[config.mk]
export PLATFORM = sky130hd
export DESIGN_NAME = wr_pkt_admit
export DESIGN_NICKNAME = d
export VERILOG_FILES = /design/src/rtl/wr_pkt_admit.sv
export SDC_FILE = /design/constraint.sdc
export NUM_CORES = 1
export LEC_CHECK = 0
export ABC_AREA = 0
export ABC_CLOCK_PERIOD_IN_PS = 3300
export CELL_PAD_IN_SITES_DETAIL_PLACEMENT = 0
export CELL_PAD_IN_SITES_GLOBAL_PLACEMENT = 2
export CORE_MARGIN = 1.5
export CORE_UTILIZATION = 29
export CTS_BUF_LIST = sky130_fd_sc_hd__clkbuf_4 sky130_fd_sc_hd__clkbuf_8
export CTS_CLUSTER_DIAMETER = 150
export DETAILED_ROUTE_END_ITERATION = 16
export PLACE_DENSITY = 0.88
export SYNTH_ARGS = -nofsm -noshare
export SYNTH_HDL_FRONTEND = slang
export SYNTH_SLANG_ARGS = --single-unit
export TNS_END_PERCENT = 10
[constraint.sdc]
create_clock -name wclk -period 3.3 [get_ports wclk]
set_clock_uncertainty 0.1 [all_clocks]
set_input_delay 0.495 -clock wclk [delete_from_list [all_inputs] [get_ports wclk]]
set_output_delay 0.495 -clock wclk [all_outputs]
set_load 0.05 [all_outputs]
[src/rtl/wr_pkt_admit.sv]
// Write-side packet admission for an async FIFO.
// Each packet is admitted or discarded on its first beat, based on the free
// space seen in that cycle. The read pointer lags through the synchroniser,
// so the computed level can only be too high. The admission check is
// therefore conservative.
//
// Handshake: a beat is transferred on a rising wclk edge when
// s_valid & s_ready. s_valid may rise at any time. s_ready depends on the
// current state and 'full', and never on s_valid. s_data and s_last are
// only meaningful while s_valid is high. w_en is high only for beats that
// are consumed and written into the FIFO. Dropped beats are consumed with
// w_en low.
module wr_pkt_admit #(
  parameter int DATA_WIDTH = 8,
  parameter int PTR_WIDTH  = 4,
  parameter int MAX_PKT    = 4,
  parameter int AF_THRESH  = 6
) (
  input  logic                  wclk,
  input  logic                  wrst_n,
  input  logic                  s_valid,
  input  logic [DATA_WIDTH-1:0] s_data,
  input  logic                  s_last,
  output logic                  s_ready,
  input  logic [PTR_WIDTH-1:0]  b_wptr,
  input  logic [PTR_WIDTH-1:0]  g_rptr_sync,
  input  logic                  full,
  output logic                  w_en,
  output logic [DATA_WIDTH-1:0] wdata,
  output logic [PTR_WIDTH-1:0]  wlevel,
  output logic                  almost_full,
  output logic [15:0]           pkt_cnt,
  output logic [15:0]           drop_cnt,
  output logic                  ovf_err,
  output logic [1:0]            state_dbg
);

  localparam int DEPTH = 2 ** (PTR_WIDTH - 1);

  typedef enum logic [1:0] {
    IDLE  = 2'd0,
    WRITE = 2'd1,
    DROP  = 2'd2
  } state_t;

  state_t               state;
  logic [PTR_WIDTH-1:0] rbin;
  logic [PTR_WIDTH-1:0] lvl;
  logic [31:0]          lvl_ext;
  logic                 admit;
  logic                 beat;

  assign wdata     = s_data;
  assign state_dbg = state;
  assign beat      = s_valid & s_ready;

  // Gray to binary conversion: bit i is the XOR of all gray bits at i and above.
  always_comb begin
    rbin = '0;
    for (int i = 0; i < PTR_WIDTH; i++) begin
      rbin[i] = ^(g_rptr_sync >> i);
    end
  end

  // Fill level, and whether a packet of MAX_PKT words still fits.
  // A corrupt level above DEPTH refuses admission.
  always_comb begin
    lvl     = b_wptr - rbin;
    lvl_ext = 32'(lvl);
    admit   = (lvl_ext <= 32'(DEPTH - MAX_PKT));
  end

  // Handshake and write enable, decoded from the current state.
  always_comb begin
    s_ready = 1'b1;
    w_en    = 1'b0;
    unique case (state)
      IDLE: begin
        s_ready = 1'b1;
        w_en    = s_valid & admit;
      end
      WRITE: begin
        s_ready = ~full;
        w_en    = s_valid & ~full;
      end
      DROP: begin
        s_ready = 1'b1;
        w_en    = 1'b0;
      end
      default: begin
        s_ready = 1'b1;
        w_en    = 1'b0;
      end
    endcase
  end

  // Packet FSM with its packet and drop counters.
  always_ff @(posedge wclk or negedge wrst_n) begin
    if (!wrst_n) begin
      state    <= IDLE;
      pkt_cnt  <= 16'd0;
      drop_cnt <= 16'd0;
    end else begin
      unique case (state)
        IDLE: begin
          if (s_valid) begin
            if (admit) begin
              if (s_last) pkt_cnt <= pkt_cnt + 16'd1;
              else        state   <= WRITE;
            end else begin
              drop_cnt <= drop_cnt + 16'd1;
              if (!s_last) state <= DROP;
            end
          end
        end
        WRITE: begin
          if (beat && s_last) begin
            pkt_cnt <= pkt_cnt + 16'd1;
            state   <= IDLE;
          end
        end
        DROP: begin
          if (beat && s_last) state <= IDLE;
        end
        default: state <= IDLE;
      endcase
    end
  end

  // Registered level view for the rest of the write domain.
  always_ff @(posedge wclk or negedge wrst_n) begin
    if (!wrst_n) begin
      wlevel      <= '0;
      almost_full <= 1'b0;
    end else begin
      wlevel      <= lvl;
      almost_full <= (lvl_ext >= 32'(AF_THRESH));
    end
  end

  // Sticky flag: a write was issued while the FIFO reported full.
  always_ff @(posedge wclk or negedge wrst_n) begin
    if (!wrst_n)          ovf_err <= 1'b0;
    else if (w_en & full) ovf_err <= 1'b1;
  end

endmodule
==> run_1/placement_by_type.png <==
The bar under the picture is 20 um long.
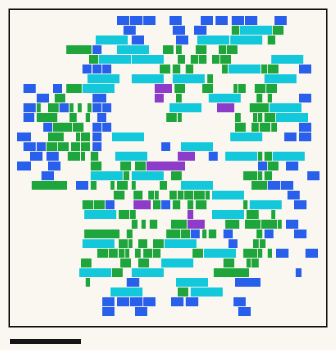
legend:
  flops:
    colour: cyan
    cells: 40
    share_of_their_area: 34%
  clock drivers and dummy loads:
    colour: purple
    cells: 8
    share_of_their_area: 3.8%
  other buffers and delay cells:
    colour: blue
    cells: 79
    share_of_their_area: 25%
  combinational and other logic:
    colour: green
    cells: 144
    share_of_their_area: 37%
Final Util: 0.427
core area: 7180 um^2
row count: 31
flop share of the area: 0.327

==> run_1/flops_by_reg.png <==
The bar under the picture is 20 um long.
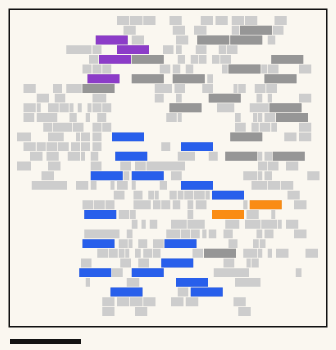
legend:
  state_dbg:
    colour: orange
    placed_flops: 2
  pkt_cnt:
    colour: blue
    placed_flops: 16
  wlevel:
    colour: purple
    placed_flops: 4
Reg area: 1000 um^2
seq pwr: 675 uW

==> run_1/sizes.png <==
The bar under the picture is 20 um long.
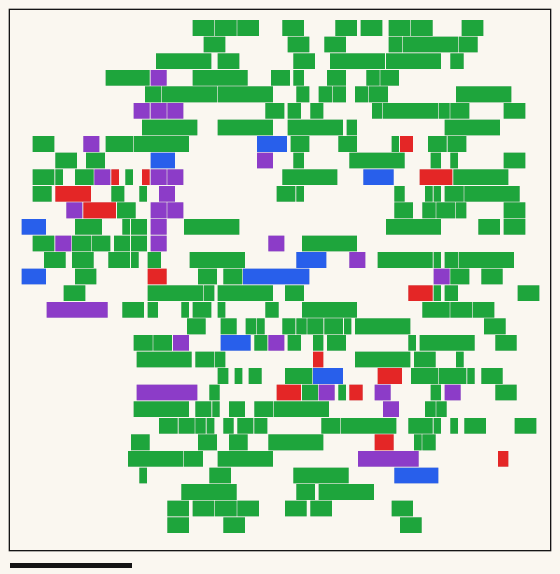
legend:
  _2 cells:
    colour: red
    cells: 14
    share: 5.2%
    most_used: mux2_2
  _0 and _1 cells:
    colour: green
    cells: 219
    share: 81%
    most_used: clkdlybuf4s50_1
  _3 and _4 cells:
    colour: purple
    cells: 28
    share: 10%
    most_used: buf_4
  _6 and larger:
    colour: blue
    cells: 10
    share: 3.7%
    most_used: clkbuf_8
P&R area growth vs syn: 44.0%
Finished Cell Area: 3060 um^2
final worst setup slack: 0.0881 ns

run 1: layout by cell type, fill, tap and decap left out, drive strengths merged, types with 2 or more instances in the layout:
master / n
inv: 11
nor2b: 2
mux2i: 2
dfrtp: 40
nand2: 14
and2: 2
clkdlybuf4s50: 49
nand4: 13
nor3: 2
mux2: 3
ha: 7
a21oi: 7
buf: 29
a211oi: 6
nor2: 5
a2111oi: 3
clkbuf: 6
and3: 4
xor2: 17
nand3: 12
xnor2: 20
run 1: cells by family after synthesis:
logic type,count (synthesis),share of synthesized area
and+or+nand+nor,59,0.150
AOI/OAI and AO/OA,24,0.0888
muxes,5,0.0253
adders and majority gates,8,0.0506
buffers and inverters,25,0.0623
DFF,40,0.471
xor gates and xnor gates,37,0.152
run 1: state kept, by name (all words and copies together) (netlist names):
| name | count |
|---|---|
| ovf_err | 1 |
| pkt_cnt | 16 |
| state_dbg | 2 |
| wlevel | 4 |
| drop_cnt | 16 |
| almost_full | 1 |
run 1: cell usage after synthesis (2+ instances only):
master / n
nand4_1: 13
xnor2_1: 20
nor2b_1: 2
and2_1: 2
mux2i_1: 2
dfrtp_1: 40
a21oi_1: 7
clkbuf_1: 3
nor2_1: 5
buf_4: 10
nand3_1: 12
nand2_1: 14
xor2_1: 17
a211oi_1: 6
ha_1: 7
inv_1: 11
mux2_2: 3
and3_1: 4
a2111oi_0: 2
nor3_1: 2
run 1: report_power, final:
part	leakage (uW)	internal [uW]	switching, uW
clock network	0.0000586	233	169
registers	0.000520	578	96.7
logic	0.000774	431	643
total	0.00135	1240	908
run 1: timing repair:
action / CTS / global route
gates cloned: 0 / 0
setup endpoints to repair: 11 / 5
setup buffers: 15 / 0
endpoints found under the hold margin: 0 / 0
pin swaps: 8 / 8
gates resized: 17 / 4
run 1: through the flow:
stage	cell area, um^2	worst slack (ns)	hold WS [ns]	utilization	total power [uW]
detailed placement	2810	-0.562	0.362	0.391	1660
global route	3060	-0.0374	0.306	0.427	2280
floorplan	2150	0.0543	0.0994	-	1340
CTS	3060	0.00450	0.268	0.427	2160
global placement	2810	-0.503	0.361	0.391	1640
finish	3060	0.0881	0.239	0.427	2150
run 1: worst paths after layout:
check                      slack [ns]  depth (start not counted)                 endpoint                      from
setup / recovery                 0.09                         18    almost_full$_DFF_PN0_            g_rptr_sync[1]
max in group asynchronous        2.30                          1   pkt_cnt[5]$_DFFE_PN0P_                    wrst_n
setup reg to reg                 1.01                          7   pkt_cnt[9]$_DFFE_PN0P_  state_dbg[1]$_DFFE_PN0P_
hold reg to reg                  0.37                          1  pkt_cnt[15]$_DFFE_PN0P_   pkt_cnt[15]$_DFFE_PN0P_
min in group wclk                0.37                          1  pkt_cnt[15]$_DFFE_PN0P_   pkt_cnt[15]$_DFFE_PN0P_
hold / removal                   0.24                          1   pkt_cnt[2]$_DFFE_PN0P_                    wrst_n
run 1: area by class of cell:
type | count | area (um^2)
repair buffers | 79 | 738
clock buffers | 6 | 76.3
clock inverters | 2 | 35.0
multi-input cells | 133 | 1050
inverters | 11 | 41.3
flip-flops and latches | 40 | 1000
fillers | 687 | 4110
well taps | 99 | 124
==> results.json, run 1 <==
{
  "crit_path_end_kind": "flop",
  "grt_pass1_wl_um": 7940,
  "status": "complete, no violations",
  "io_pins": 71,
  "topRoutingLayerUsed": "met4",
  "clockBufferDepth": 2,
  "numCtsBuffers": 5,
  "rsz0062_at_grt": "yes",
  "edf_count": 0,
  "via_per_inst": 4.60,
  "period_used_share": 0.973,
  "antenna_found_initial": 0,
  "synthArstFlopShare": 1.00,
  "yosys_cells": 198,
  "postSynthSeqShare": 0.471,
  "cts_tree": "done",
  "grt_max_degree": 41,
  "syn_inst": 198,
  "final_cells": 370,
  "period_minus_slack_ns": 3.21,
  "cpPeakStageDelay_ns": 0.51,
  "cts-root-buf": "clkbuf_8",
  "fin_tns_setup_ns": 0,
  "dpl.cell_count": 348,
  "max_cap_viol_count": 0,
  "synth_nets": 227,
  "p_leak_uw": 0.00135,
  "chipArea_um2": 7860,
  "dieHeight_um": 88.6,
  "antennaDiodeCount": 0,
  "synth.distinct_cells": 36,
  "cp_num_buf_inv": 13,
  "cp.required_ns": 3.38,
  "routed_wl_um": 4880,
  "drt-initial-drc-count": 81,
  "hold_buffers": 0,
  "max_freq_mhz": 311,
  "yosys_register_bits": 40,
  "post-dp-hpwl_um": 3310,
  "clkTransAtPathRegs_ns": 0.08,
  "slew_headroom": 0.396,
  "cellPowerDensity_nw_per_um2": 702,
  "grt_busiest_layer": "met2",
  "routabilityCongestion": 0.779,
  "place.port_buffers": 54,
  "clkLatencyLatePin_ns": 0.29,
  "met3_usage": 0.0336,
  "cpMaxStageDelayCell": "fa_1",
  "track_usage": 0.132,
  "layout.nets": 299,
  "crit_top_cell": "buf_4",
  "hold_path_class": "in -> async",
  "cp_cell_sequence": "dlygate4sd2_1 > xor2_2 > xnor2_1 > ha_2 > fa_1 > inv_2 > buf_6 > buf_4 > buf_4 > buf_4 > buf_4 > buf_4 > buf_4 > buf_4 > buf_4 > buf_4 > buf_4 > a21o_1",
  "wl_per_cell_um": 13.2,
  "yosys_area_um2": 2130,
  "cp_top_family": "buffers and inverters",
  "wl_met1_um": 2220,
  "cp.arrival_ns": 3.29,
  "fp_util": 0.296,
  "overflow": 0,
  "vias": 1701,
  "postSynthAreaPerCell_um2": 10.7,
  "syn-cell-area_um2": 2130,
  "setup_viol": 0,
  "drcViolationCount": 0,
  "htreeDepth": 2,
  "wl_met2_um": 2320,
  "ir_worst_vdd_v": 0.000185,
  "largest_area_cell": "dfrtp_1",
  "topCellsByArea": "dfrtp_1 (47%), xnor2_1 (8.2%), xor2_1 (7.0%)",
  "tool_warnings": 28,
  "yosysWarnings": 0,
  "start_kind": "input pin",
  "postRouteAntennaNets": 0,
  "yosysTopAreaCellShare": 0.471,
  "drive_gt1_frac": 0.192,
  "path_max_fanout": 2,
  "synth-main-ff-cell": "dfrtp_1",
  "hold_violations": 0,
  "crit_type": "in -> reg",
  "finalMaxSlewViolations": 0,
  "grt_pass1_vias": 1716,
  "die_x_um": 88.6,
  "tightest_slew_ns": 0.906,
  "use_met1": 0.165,
  "cts.sinks": 40,
  "firstDrtPassIters": 4,
  "dr_wl_met3_um": 220,
  "use_met2": 0.217
}
==> run_1/congestion.png <==
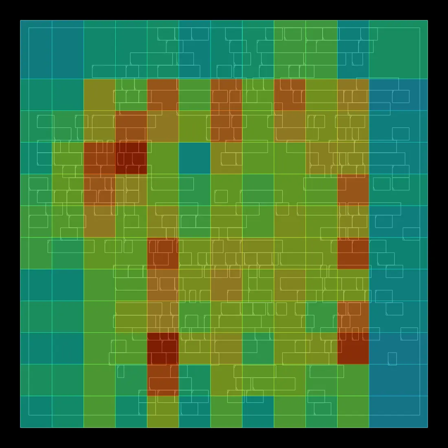

## Run 2: what changed since run 1
Settings changed: CORE_MARGIN 1.5 to 1.
==> run_2/congestion.png <==
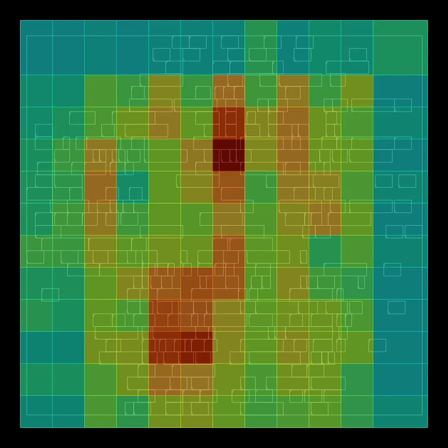
M1 GR Usage: 0.160
met2 Usage GRT: 0.216
met3 GRT Util: 0.0283
routed wire length per instance: 12.7 um

==> run 2 against run 1 <==
  * Via count is 1.0% lower
  * Setup slack improved by 0.041 ns
  * Worst hold slack got worse by 0.020 ns
  * Synthesized cell count unchanged
  * Register-to-register slack worse by 0.21 ns
  * Combinational power fell by 6%
  * Fmax is 1.3% higher
  * Wire length shrank 6.4%
  * Global-route usage fell by 0.28 points
  * Cell count decreased by 3.0%
  * Critical path type is now in -> out
==> results.json, run 2 <==
{
  "status": "complete, no violations",
  "clkTransAtPathRegs_ns": 0.08,
  "htreeDepth": 2,
  "reg2regPathDepth": 7,
  "chipArea_um2": 7680,
  "reg.largest.list": "drop_cnt: 16 flops, pkt_cnt: 16 flops, wlevel: 4 flops",
  "ir_worst_vdd_v": 0.000163,
  "io_pins": 71,
  "p_clk_frac": 0.203,
  "synth.distinct_cells": 36,
  "ys_sh_xor": 0.152,
  "hold_buffers": 0,
  "clockBufferDepth": 2,
  "max_cap_viol_count": 0,
  "tool_warnings": 28,
  "setup_viol": 0,
  "via_per_inst": 4.69,
  "routed_wl_um": 4570,
  "yosys_register_bits": 40,
  "p_leak_uw": 0.00132,
  "layout.nets": 291,
  "ys_sh_adder": 0.0506,
  "track_usage": 0.129,
  "yosys_area_um2": 2130,
  "cp_top_family": "adder cells",
  "common_cells": "dfrtp_1 (40), xnor2_1 (20), xor2_1 (17)",
  "tightest_slew_ns": 0.886,
  "cpPeakStageDelay_ns": 0.47,
  "start_kind": "input pin",
  "drcViolationCount": 0,
  "yosys_cells": 198,
  "place.port_buffers": 54,
  "die_x_um": 87.6,
  "finalMaxSlewViolations": 0,
  "hold_violations": 0,
  "drive_gt1_frac": 0.156,
  "lay_top_count": "clkdlybuf4s50_1",
  "topCellsByArea": "dfrtp_1 (47%), xnor2_1 (8.2%), xor2_1 (7.0%)",
  "syn-cell-area_um2": 2130,
  "p_sw_uw": 896,
  "most_common_cell": "dfrtp_1",
  "cellPowerDensity_nw_per_um2": 701,
  "cts.sinks": 40,
  "antennaDiodeCount": 0,
  "rsz0062_at_grt": "yes",
  "grt_pass1_wl_um": 7570,
  "routabilityCongestion": 0.790,
  "fin_tns_setup_ns": 0,
  "grt_pass1_vias": 1630,
  "r2r-start": "state_dbg[1]$_DFFE_PN0P_",
  "vias": 1684,
  "seqPwrFrac": 0.320,
  "clkLatencyLatePin_ns": 0.30,
  "postRouteAntennaNets": 0,
  "hold_path_class": "in -> async",
  "synthArstFlopShare": 1.00,
  "yosysWarnings": 0,
  "fp_util": 0.306,
  "period_used_share": 0.961,
  "crit_path_end_kind": "primary output",
  "aoi_share": 0.0888,
  "synth.logic.top_family": "XOR/XNOR gates",
  "path_max_fanout": 2,
  "r2r_end": "pkt_cnt[9]$_DFFE_PN0P_",
  "final_area_um2": 3010,
  "syn_inst": 198,
  "cp.required_ns": 2.70,
  "largest_area_cell": "dfrtp_1",
  "synth.cellmix.simpleShare": 0.150,
  "synth-main-ff-cell": "dfrtp_1",
  "fillCellCount": 662,
  "numCtsBuffers": 5,
  "cpMaxStageDelayCell": "fa_1",
  "most-common-layout-cells": "clkdlybuf4s50_1 (49), dfrtp_1 (40), xnor2_1 (19)",
  "postSynthAreaPerCell_um2": 10.7,
  "cp_num_buf_inv": 3,
  "p_total_uw": 2110,
  "firstDrtPassIters": 4,
  "synth_nets": 227,
  "crit_type": "in -> out",
  "drt-initial-drc-count": 57,
  "period_minus_slack_ns": 3.17,
  "grt_busiest_layer": "met2",
  "cts_tree": "done",
  "core-area_um2": 6940,
  "overflow": 0,
  "cts-root-buf": "clkbuf_8",
  "antenna_found_initial": 0,
  "cp_cell_sequence": "buf_8 > xnor2_4 > xor2_2 > xnor2_1 > ha_2 > fa_1 > inv_1 > o21ai_1 > nand4_1 > nor2_2 > o2bb2ai_4 > buf_12",
  "edf_count": 0,
  "grt_max_degree": 41,
  "p_int_uw": 1210,
  "max_freq_mhz": 315,
  "num_rows": 30,
  "p_comb_frac": 0.478,
  "swShare": 0.424,
  "slew_headroom": 0.409,
  "postSynthSeqShare": 0.471,
  "place_area_um2": 2820
}
==> run_2/sizes.png <==
The bar under the picture is 20 um long.
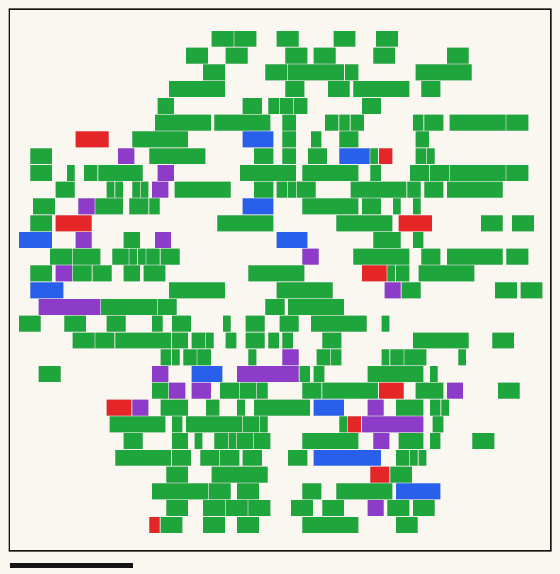
legend:
  _0 and _1 cells:
    colour: green
    cells: 222
    share: 84%
    most_used: clkdlybuf4s50_1
  _3 and _4 cells:
    colour: purple
    cells: 21
    share: 8.0%
    most_used: buf_4
  _2 cells:
    colour: red
    cells: 10
    share: 3.8%
    most_used: mux2_2
  _6 and larger:
    colour: blue
    cells: 10
    share: 3.8%
    most_used: clkbuf_8
P&R area growth vs syn: 41.5%
Non-clk bufs: 71
final worst setup slack: 0.129 ns

==> run 2: timing repair <==
| item | 4_1_cts | 5_1_grt |
|---|---|---|
| hold endpoints to repair | 0 | 0 |
| resized | 19 | 2 |
| pin swaps | 8 | 8 |
| setup buffers | 2 | 2 |
| endpoints found under the setup margin | 12 | 3 |
==> run 2: worst max path at each step <==
stage | from | end | slack, ns | depth (start not counted)
finish | g_rptr_sync[2] | w_en | 0.13 | 12
global route | g_rptr_sync[2] | w_en | -0.004 | 12
CTS | g_rptr_sync[3] | w_en | 0.002 | 12
detailed placement | g_rptr_sync[3] | pkt_cnt[9]$_DFFE_PN0P_ | -0.66 | 12
global placement | g_rptr_sync[3] | w_en | -0.50 | 12
floorplan | g_rptr_sync[2] | w_en | 0.05 | 11
==> run 2: final cells by class <==
cell class	count	area, um^2	area share
Multi-Input combinational cell	133	1040	0.347
Tap cell	96	120	0.0399
Sequential cell	40	1000	0.333
Inverter	11	41.3	0.0137
Timing Repair Buffer	71	683	0.227
Clock buffer	6	82.6	0.0274
Clock inverter	2	38.8	0.0129
==> run 2: worst register-to-register path, delay by kind of cell (launching register included) <==
kind,cells,cell delay [ns]
simple gates,1,0.25
fa+ha+maj,1,0.15
buf+inv,2,0.33
flops,1,0.38
xor+xnor,1,0.12
compound gates,2,1.04
==> run 2: metal layers <==
layer  wire (um)  share of wire  vias to the layer above
li1            -              -                      815
met1        1990           0.44                      821
met2        2280           0.50                       41
met3         201          0.044                        7
met4          87          0.019                        0
met5           0              0                        -
==> run 2: cells by family (layout without fill, tap and decap cells) <==
group | Yosys count | count (layout)
and+or+nand+nor | 59 | 59
DFF | 40 | 40
xor gates and xnor gates | 37 | 37
buffers and inverters | 25 | 90
AOI/OAI and AO/OA | 24 | 24
adders and majority gates | 8 | 8
muxes | 5 | 5
==> run 2: power by group through the flow <==
stage | logic (uW) | registers, uW | clock network [uW]
4_1_cts | 1010 | 677 | 441
2_1_floorplan | 370 | 968 | 0
5_1_grt | 1080 | 689 | 463
6_report | 1010 | 674 | 427
3_5_place_dp | 985 | 687 | 0
3_3_place_gp | 981 | 682 | 0
==> run 2: stage by stage <==
stage          std cells  setup slack, ns   util  hold WS, ns
6_report             359            0.129  0.434        0.219
5_1_grt              359         -0.00401  0.434        0.296
4_1_cts              357          0.00203  0.431        0.266
3_5_place_dp         347           -0.663  0.406        0.357
3_3_place_gp         347           -0.503  0.406        0.354
2_1_floorplan        198           0.0543      -       0.0994
Power figures rest on the tool's default switching activity, not on a simulated workload.
